Fig. 1: run 1, clock nets
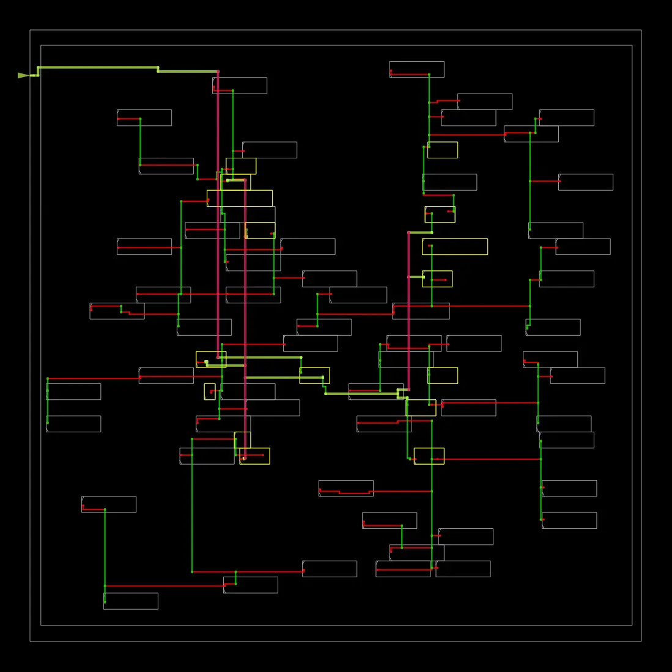
Fig. 2: run 1, the metal 4 layer
Supply wires on this layer in gray.
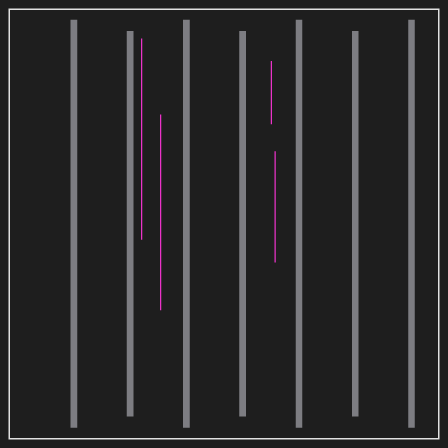
Fig. 3: run 1, clock network drawn from the DEF
Scale bar: 20 um.
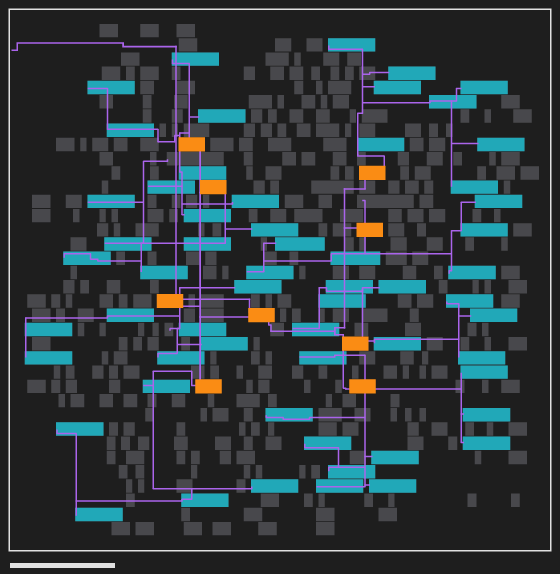
Fig. 4: run 1, cells by drive strength
Scale bar: 20 um.
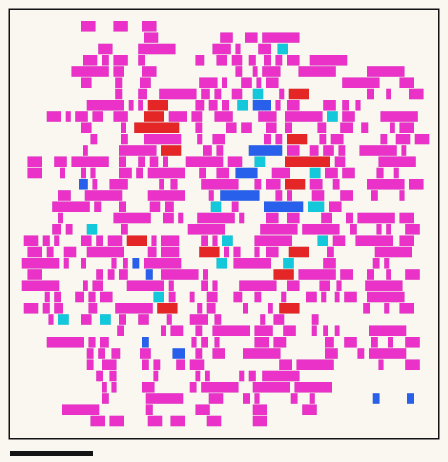
**config.mk**
```make
export PLATFORM = sky130hd
export DESIGN_NAME = signed_mul_ctrl_flat
export DESIGN_NICKNAME = d
export VERILOG_FILES = /design/src/rtl/mul_pkg.sv /design/src/rtl/signed_mul_ctrl_if.sv /design/src/rtl/twos_negate.sv /design/src/rtl/signed_mul_ctrl.sv /design/src/flat_wrapper.sv
export SDC_FILE = /design/constraint.sdc
export NUM_CORES = 1
export LEC_CHECK = 0
export CELL_PAD_IN_SITES_DETAIL_PLACEMENT = 1
export CELL_PAD_IN_SITES_GLOBAL_PLACEMENT = 2
export CORE_MARGIN = 1.5
export CORE_UTILIZATION = 32
export DETAILED_ROUTE_END_ITERATION = 6
export PLACE_DENSITY_LB_ADDON = 0.3
export RECOVER_POWER = 100
export REMOVE_ABC_BUFFERS = 1
export SYNTH_ARGS = -nofsm -noshare
export SYNTH_HDL_FRONTEND = slang
export SYNTH_SLANG_ARGS = --single-unit
```
**constraint.sdc**
```tcl
create_clock -name clk -period 2.1 [get_ports clk]
set_input_delay 0.42 -clock clk [delete_from_list [all_inputs] [get_ports clk]]
set_output_delay 0.42 -clock clk [all_outputs]
set_load 0.005 [all_outputs]
```
**src/rtl/mul_pkg.sv**
```systemverilog
// Shared types and sizing for the signed multiply sequencer.
package mul_pkg;
   localparam int WIDTH = 8;
   localparam int CNT_W = $clog2(WIDTH + 1);

   typedef enum logic [2:0] {
      S_IDLE,
      S_NEG,
      S_MUL,
      S_FIX,
      S_DONE
   } state_t;
endpackage

```
**src/rtl/signed_mul_ctrl_if.sv**
```systemverilog
// Start/operand/result handshake between the control unit and the multiply sequencer.
interface signed_mul_ctrl_if
   import mul_pkg::*;
   ();
   logic                 start;
   logic [WIDTH-1:0]     operand1;
   logic [WIDTH-1:0]     operand2;
   logic [2*WIDTH-1:0]   product;
   logic                 busy;
   logic                 done;

   modport master (output start, operand1, operand2, input product, busy, done);
   modport slave  (input start, operand1, operand2, output product, busy, done);
endinterface

```
**src/rtl/twos_negate.sv**
```systemverilog
// Combinational two's-complement negation, shared by operand and product fix-up.
module twos_negate #(
   parameter int W = 8
) (
   input  logic [W-1:0] x,
   output logic [W-1:0] y
);
   assign y = ~x + W'(1);
endmodule

```
**src/rtl/signed_mul_ctrl.sv**
```systemverilog
// Signed WIDTH x WIDTH multiply: magnitude conversion, shift-add loop, sign fix-up.
//
//   state  | meaning
//   S_IDLE | waiting for start; latches operands and result sign
//   S_NEG  | replaces negative operands by their magnitudes, clears accumulator
//   S_MUL  | WIDTH shift-add iterations over the multiplier bits
//   S_FIX  | negates the accumulator if signs differed, registers product
//   S_DONE | one-cycle done pulse, then back to idle
module signed_mul_ctrl
   import mul_pkg::*;
(
   input  logic              clk,
   input  logic              rst_n,
   signed_mul_ctrl_if.slave  bus
);
   state_t               state;
   logic [WIDTH-1:0]     mcand;
   logic [WIDTH-1:0]     mplier;
   logic [2*WIDTH-1:0]   acc;
   logic [CNT_W-1:0]     cnt;
   logic                 sign;

   logic [WIDTH-1:0]     mcand_neg;
   logic [WIDTH-1:0]     mplier_neg;
   logic [2*WIDTH-1:0]   acc_neg;
   logic [WIDTH:0]       sum;

   twos_negate #(.W(WIDTH))   u_neg_mcand  (.x(mcand),  .y(mcand_neg));
   twos_negate #(.W(WIDTH))   u_neg_mplier (.x(mplier), .y(mplier_neg));
   twos_negate #(.W(2*WIDTH)) u_neg_acc    (.x(acc),    .y(acc_neg));

   // Upper half plus multiplicand, carry kept in the extra bit.
   always_comb begin
      sum = {1'b0, acc[2*WIDTH-1:WIDTH]};
      if (mplier[0]) begin
         sum = {1'b0, acc[2*WIDTH-1:WIDTH]} + {1'b0, mcand};
      end
   end

   always_ff @(posedge clk or negedge rst_n) begin
      if (!rst_n) begin
         state       <= S_IDLE;
         mcand       <= '0;
         mplier      <= '0;
         acc         <= '0;
         cnt         <= '0;
         sign        <= 1'b0;
         bus.product <= '0;
         bus.busy    <= 1'b0;
         bus.done    <= 1'b0;
      end else begin
         case (state)
            S_IDLE: begin
               if (bus.start) begin
                  mcand    <= bus.operand1;
                  mplier   <= bus.operand2;
                  sign     <= bus.operand1[WIDTH-1] ^ bus.operand2[WIDTH-1];
                  bus.busy <= 1'b1;
                  state    <= S_NEG;
               end
            end
            S_NEG: begin
               if (mcand[WIDTH-1]) mcand <= mcand_neg;
               if (mplier[WIDTH-1]) mplier <= mplier_neg;
               acc   <= '0;
               cnt   <= CNT_W'(WIDTH);
               state <= S_MUL;
            end
            S_MUL: begin
               // Shift {carry, acc, multiplier} right; the multiplier LSB is consumed.
               {acc, mplier} <= {sum, acc[WIDTH-1:0], mplier[WIDTH-1:1]};
               cnt <= cnt - CNT_W'(1);
               if (cnt == CNT_W'(1)) state <= S_FIX;
            end
            S_FIX: begin
               bus.product <= sign ? acc_neg : acc;
               bus.done    <= 1'b1;
               state       <= S_DONE;
            end
            S_DONE: begin
               bus.done <= 1'b0;
               bus.busy <= 1'b0;
               state    <= S_IDLE;
            end
            default: state <= S_IDLE;
         endcase
      end
   end
endmodule
```
**src/flat_wrapper.sv**
```systemverilog
// flat-port wrapper written by rule: the top's interface ports become plain ports
module signed_mul_ctrl_flat import mul_pkg::*;
  (clk, rst_n, bus_start, bus_operand1, bus_operand2, bus_product, bus_busy, bus_done);
  signed_mul_ctrl_if bus_i ();
  input  logic clk;
  input  logic rst_n;
  input wire logic [$bits(bus_i.start)-1:0] bus_start;
  input wire logic [$bits(bus_i.operand1)-1:0] bus_operand1;
  input wire logic [$bits(bus_i.operand2)-1:0] bus_operand2;
  output wire logic [$bits(bus_i.product)-1:0] bus_product;
  output wire logic [$bits(bus_i.busy)-1:0] bus_busy;
  output wire logic [$bits(bus_i.done)-1:0] bus_done;
  assign bus_i.start = bus_start;
  assign bus_i.operand1 = bus_operand1;
  assign bus_i.operand2 = bus_operand2;
  assign bus_product = bus_i.product;
  assign bus_busy = bus_i.busy;
  assign bus_done = bus_i.done;
  signed_mul_ctrl u_core (.clk(clk), .rst_n(rst_n), .bus(bus_i));
endmodule
```
==> results_dict.tcl, run 1 <==
# flow metrics
set metrics [dict create \
    netlist_top_cells_area "dfrtp_1 45%, o21ai_0 8.4%, nand2_1 6.0%, ha_1 5.1%, xor2_1 4.1%" \
    worst_r2r_path_depth 7 \
    gp_congestion 0.822 \
    stdcell_count 533 \
    r2r_end "u_core.acc[13]$_DFFE_PN0N_" \
    dpl_worst_slack_ps -26.8 \
    filler_cell_count 1154 \
    top_power_group "combinational cells" \
    grt_overflow 0 \
    status "complete, no violations" \
    combinationalPowerShare_pct 48.7 \
    slew_viol_final 0 \
    fin_crit_sh_pct 94.9 \
    buffer_area_share_pct 12.0 \
    placed_cell_area_um2 3810 \
    top_layer "met4" \
    async_flop_share_pct 100 \
    combGateArea_um2 1650 \
    cp-start-kind "register" \
    synth_top_area_share_pct 45.2 \
    clkbuf_count 12 \
    dr_wl_met3_um 199 \
    leakage_nw 1.79 \
    grt_max_degree 59 \
    path_max_fanout 6 \
    synth_chip_area_um2 3210 \
    clock_area_share_pct 5.88 \
    boundaryPins 37 \
    dr.pass1.iters 4 \
    maxSlewHeadroom_pct 2.23 \
    total_power_mw 6.47 \
]
## Picture notes: Fig. 1
Final Skew: 9.27 ps
Late-Pin Clk Latency: 340 ps
cts bufs inserted: 9
Clk. pwr: 1.24 mW

## Picture notes: Fig. 2
longest straight run: 48.3 um
nets with wire on the layer: 3
main direction: vertical

## Picture notes: Fig. 3
legend:
  purple:
    item: clock wires
    length: 955 um
  cyan:
    item: flip-flops
    count: 58
  orange:
    item: clock drivers
    count: 9
routed clock nets: 10
clock network fraction of total power: 19.2%

## Picture notes: Fig. 4
legend:
  magenta:
    size: _0 and _1 cells
    cells: 358
  red:
    size: _6 and larger
    cells: 14
  blue:
    size: _2 cells
    cells: 12
  cyan:
    size: _3 and _4 cells
    cells: 16
Final Cell Area: 4040 um^2
Setup WS post-layout: 108 ps
Syn-to-layout area delta: 25.7%
Non-Clock Buffer Count: 55

run 1: registers in the layout (all words and copies together) (netlist names):
signal              count
u_core.mcand            8
u_core.bus.busy         1
u_core.bus.done         1
u_core.sign             1
u_core.mplier           8
u_core.state            3
u_core.bus.product     16
u_core.cnt              4
u_core.acc             16
run 1: stage by stage:
stage	util [%]	TNS (ps)
floorplan	-	0
global placement	39.0	0
detailed placement	39.0	-35.1
CTS	41.5	0
global route	41.3	0
finish	41.3	0
run 1: repair_timing:
| action | in CTS | in global routing |
|---|---|---|
| hold buffers | 0 | 0 |
| buffers inserted | 0 | 1 |
| gates cloned | 0 | 0 |
| hold endpoints to repair | 0 | 0 |
| setup endpoints to repair | 2 | 3 |
| resized | 2 | 3 |
Fig. 5: run 1, where the registers sit
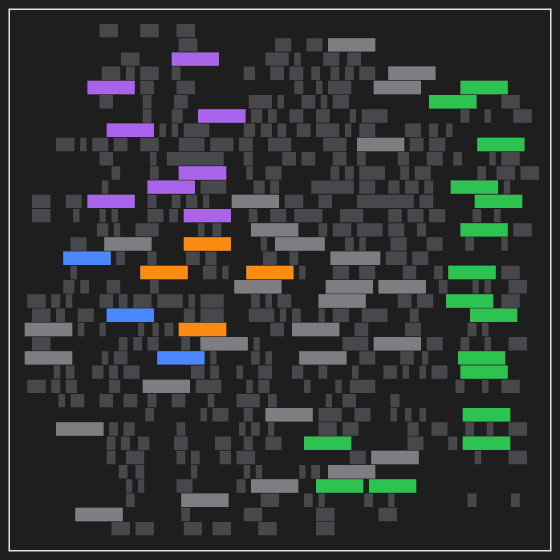

## Run 2: what changed since run 1
Settings changed: CORE_MARGIN 1.5 to default.
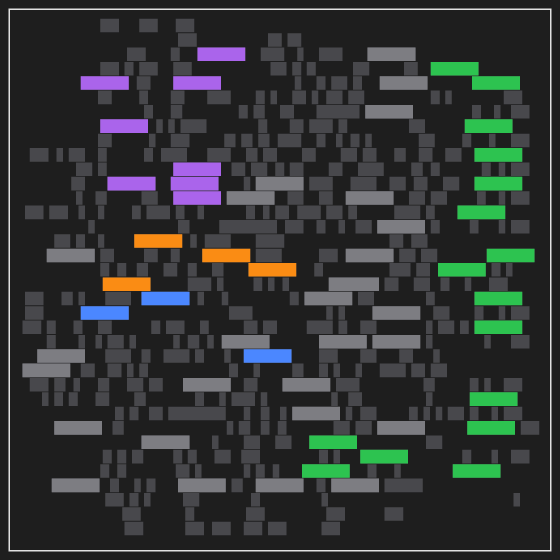
Fig. 6. Where the registers sit (run 2).
legend:
  purple:
    netlist_name: u_core.mcand
    sequential_cells: 8
  orange:
    netlist_name: u_core.cnt
    sequential_cells: 4
  blue:
    netlist_name: u_core.state
    sequential_cells: 3
  green:
    netlist_name: u_core.bus.product
    sequential_cells: 16
not colored: 27

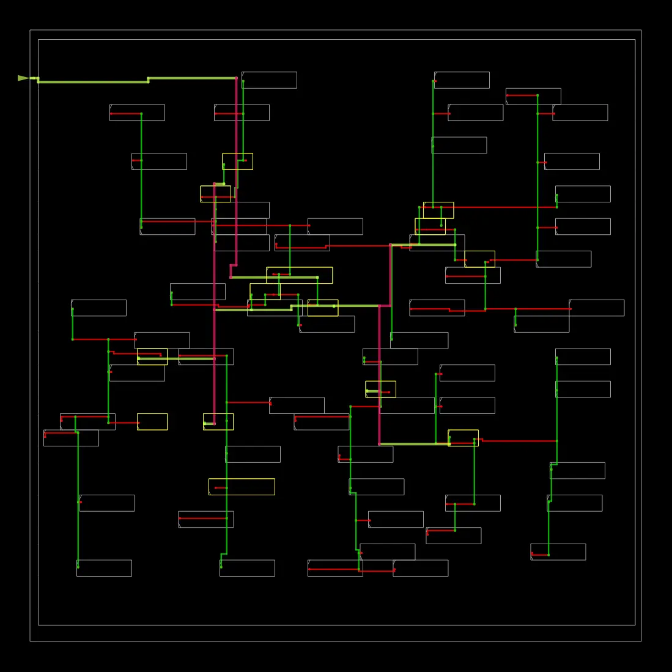
Fig. 7. Clock nets (run 2).
Seq cells: 58
Final Skew: 10.7 ps
# clock sinks: 58
clk_buf instances: 12
Clk. pwr: 1.19 mW

==> run 2 against run 1 <==
Effect of this change: global-route usage up 0.39 points; flip-flop count stayed put; synthesized cell count unchanged; core utilization is essentially flat; die size shrank 1.9%; routed wire length grew 0.74%; combinational power about the same; count of clock-buffer cells in the layout did not move; critical path depth down 1; maximum frequency down 0.13%; first-iteration DRC count grew 26%; final cell count fell by 0.38%; highest routed layer unchanged.
==> results_dict.tcl, run 2 <==
# flow metrics
set metrics [dict create \
    buffer_area_share_pct 12.2 \
    max_freq_mhz 501 \
    grt_max_degree 42 \
    clock_area_share_pct 5.58 \
    combGateArea_um2 1650 \
    status "complete, no violations" \
    seq_power_mw 2.08 \
    xor_area_share_pct 5.18 \
    grt_overflow 0 \
    synth_top_area_share_pct 45.2 \
    stdcell_count 531 \
    boundaryPins 37 \
    dpl_worst_slack_ps -19.9 \
    filler_cell_count 1162 \
    dr.pass1.iters 4 \
    clk_latency_ps 340 \
    leakage_nw 1.79 \
    power.share.clock_pct 18.5 \
    hold_class "in -> async" \
    slew_viol_final 0 \
    signal_buffers 55 \
    num_antenna_cells 0 \
    reg.largest.list "u_core.acc: 16 flops, u_core.bus.product: 16 flops" \
    numCtsBuffers 9 \
    drv_cap 0 \
    dr_wl_met3_um 257 \
    synth_chip_area_um2 3210 \
    area_growth_pct 25.7 \
    async_flop_share_pct 100 \
    placed_cell_area_um2 3810 \
    top_power_group "combinational cells" \
    worst_slack_ps 105 \
    combinationalPowerShare_pct 49.1 \
    finalSetupTns_ps 0 \
    post_cts_buffers 1 \
    comb_share_pct 40.9 \
    r2r_end "u_core.bus.product[13]$_DFFE_PN0P_" \
    top_layer "met4" \
    worst_r2r_path_depth 6 \
    fin_crit_sh_pct 95.0 \
    path_max_fanout 5 \
    edf_count 0 \
    total_power_mw 6.43 \
    crit_family "simple AND/OR/NAND/NOR gates" \
    cp-start-kind "register" \
    maxSlewHeadroom_pct 29.7 \
    post-route-util_pct 41.3 \
    common_cells "58 x dfrtp_1, 54 x o21ai_0, 51 x nand2_1" \
    finish.instance_area_um2 4040 \
    hold_buffers 0 \
]
## run 2: how the worst max path moves through the flow
stage,slack (ps),to,from,cells after the start
2_1_floorplan,90,u_core.acc[13]$_DFFE_PN0N_,u_core.acc[8]$_DFFE_PN0N_,7
3_5_place_dp,-20,u_core.acc[13]$_DFFE_PN0N_,u_core.acc[8]$_DFFE_PN0N_,7
6_report,100,u_core.bus.product[13]$_DFFE_PN0P_,u_core.acc[8]$_DFFE_PN0N_,6
3_3_place_gp,40,u_core.acc[13]$_DFFE_PN0N_,u_core.acc[8]$_DFFE_PN0N_,7
4_1_cts,30,u_core.acc[13]$_DFFE_PN0N_,u_core.acc[8]$_DFFE_PN0N_,7
5_1_grt,20,u_core.bus.product[15]$_DFFE_PN0P_,u_core.acc[8]$_DFFE_PN0N_,6
Fig. 8: run 2, cells by drive strength
Scale bar: 20 um.
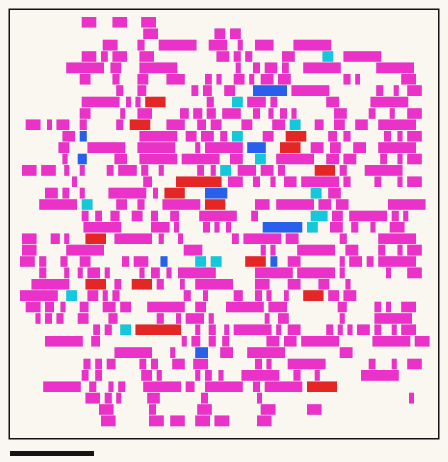

## Run 3: what changed since run 2
Settings changed: SETUP_SLACK_MARGIN from default to 0.2, SLEW_MARGIN from default to 20.
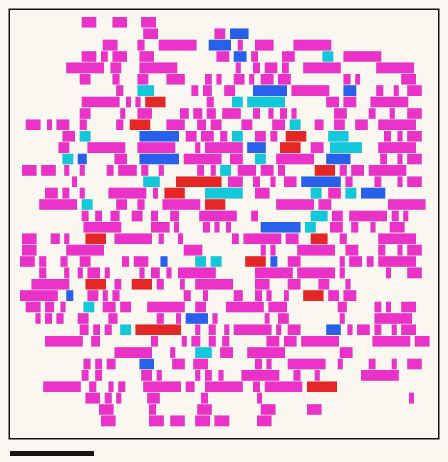
Fig. 9. Cells by drive strength (run 3).
Scale bar: 20 um.
legend:
  magenta:
    size: _0 and _1 cells
    cells: 342
  cyan:
    size: _3 and _4 cells
    cells: 24
  red:
    size: _6 and larger
    cells: 16
  blue:
    size: _2 cells
    cells: 19
Syn-to-layout area delta: 29.8%
Setup WS post-layout: 78.5 ps
Final Cell Area: 4170 um^2
Non-Clock Buffer Count: 58

==> run 3 against run 2 <==
Effect of this change: sequential share of layout area is 1.1 points lower; largest cell class unchanged; sequential power rose by 2%; critical path type unchanged; die size unchanged.
==> results_dict.tcl, run 3 <==
# flow metrics
set metrics [dict create \
    crit_path_end "u_core.bus.product[13]$_DFFE_PN0P_" \
    maxSlewHeadroom_pct 29.7 \
    netlist_top_cells_area "dfrtp_1 45%, o21ai_0 8.4%, nand2_1 6.0%, ha_1 5.1%, xor2_1 4.1%" \
    warnings 28 \
    total_power_mw 6.78 \
    placed_cell_area_um2 3810 \
    synth_chip_area_um2 3210 \
    cts_sinks 58 \
    boundaryPins 37 \
    r2r_end "u_core.bus.product[13]$_DFFE_PN0P_" \
    crit_family "simple AND/OR/NAND/NOR gates" \
    common_cells "58 x dfrtp_1, 54 x o21ai_0, 51 x nand2_1" \
    cp-start-kind "register" \
    grt_first_pass_wirelength_um 14100 \
    fp.dieH_um 102 \
    worst_r2r_path_depth 6 \
    cp.depth 6 \
    reg.largest.list "u_core.acc: 16 flops, u_core.bus.product: 16 flops" \
    grt_max_degree 42 \
    num_antenna_cells 0 \
    hold_class "in -> async" \
    post-route-util_pct 42.7 \
    hold_buffers 0 \
    final_common_cell "dfrtp_1" \
    synth_top_area_share_pct 45.2 \
    drv_cap 0 \
    post_cts_resized 11 \
    stdcell_count 534 \
    finalSetupTns_ps 0 \
    path_max_fanout 5 \
    dr.pass1.iters 6 \
    max_freq_mhz 495 \
    leakage_nw 1.81 \
    fin_crit_sh_pct 96.3 \
    xor_area_share_pct 5.18 \
    gp_congestion 0.796 \
    grt_pass1_vias 2790 \
    post_cts_buffers 2 \
    edf_count 0 \
    fin_skew_ps 11.1 \
    numCtsBuffers 9 \
    crit_start "u_core.acc[8]$_DFFE_PN0N_" \
    status "complete, no violations" \
    slew_viol_final 0 \
    dpl_worst_slack_ps -19.9 \
    grt_overflow 0 \
    top_layer "met4" \
    dr_wl_met3_um 209 \
]
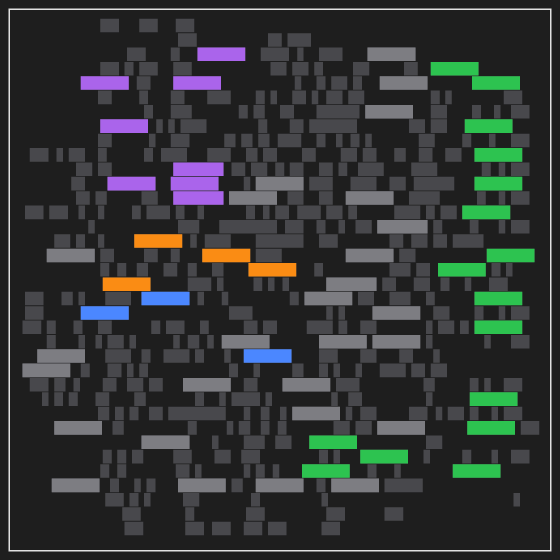
Fig. 10. Where the registers sit (run 3).
legend:
  orange:
    netlist_name: u_core.cnt
    sequential_cells: 4
  blue:
    netlist_name: u_core.state
    sequential_cells: 3
  green:
    netlist_name: u_core.bus.product
    sequential_cells: 16
  purple:
    netlist_name: u_core.mcand
    sequential_cells: 8
not colored: 27

## run 3: cell count changes in the layout (fill, tap and decap cells not counted), moves of 3 or more
cell	delta
clkdlybuf4s50_1	+9
dlygate4sd3_1	-9
buf_4	+4
dfrtp_1	-3
dfrtp_2	+3
ha_1	-3
o21ai_0	-3
## run 3: area by class of cell
type / instances / area (um^2)
fill: 1146 / 5600
multi-input combinational: 258 / 1750
sequential: 58 / 1460
timing repair buffer: 58 / 524
tap: 133 / 166
clock buffer: 12 / 165
clock inverter: 2 / 60.1
inverter: 13 / 48.8
## run 3: power by group
| part | total [mW] | internal [mW] | switching, mW |
|---|---|---|---|
| Clock | 1.19 | 0.753 | 0.440 |
| Sequential | 2.13 | 1.56 | 0.574 |
| Combinational | 3.45 | 1.55 | 1.90 |
No activity file was given, so power comes from the tool's default toggle rates.
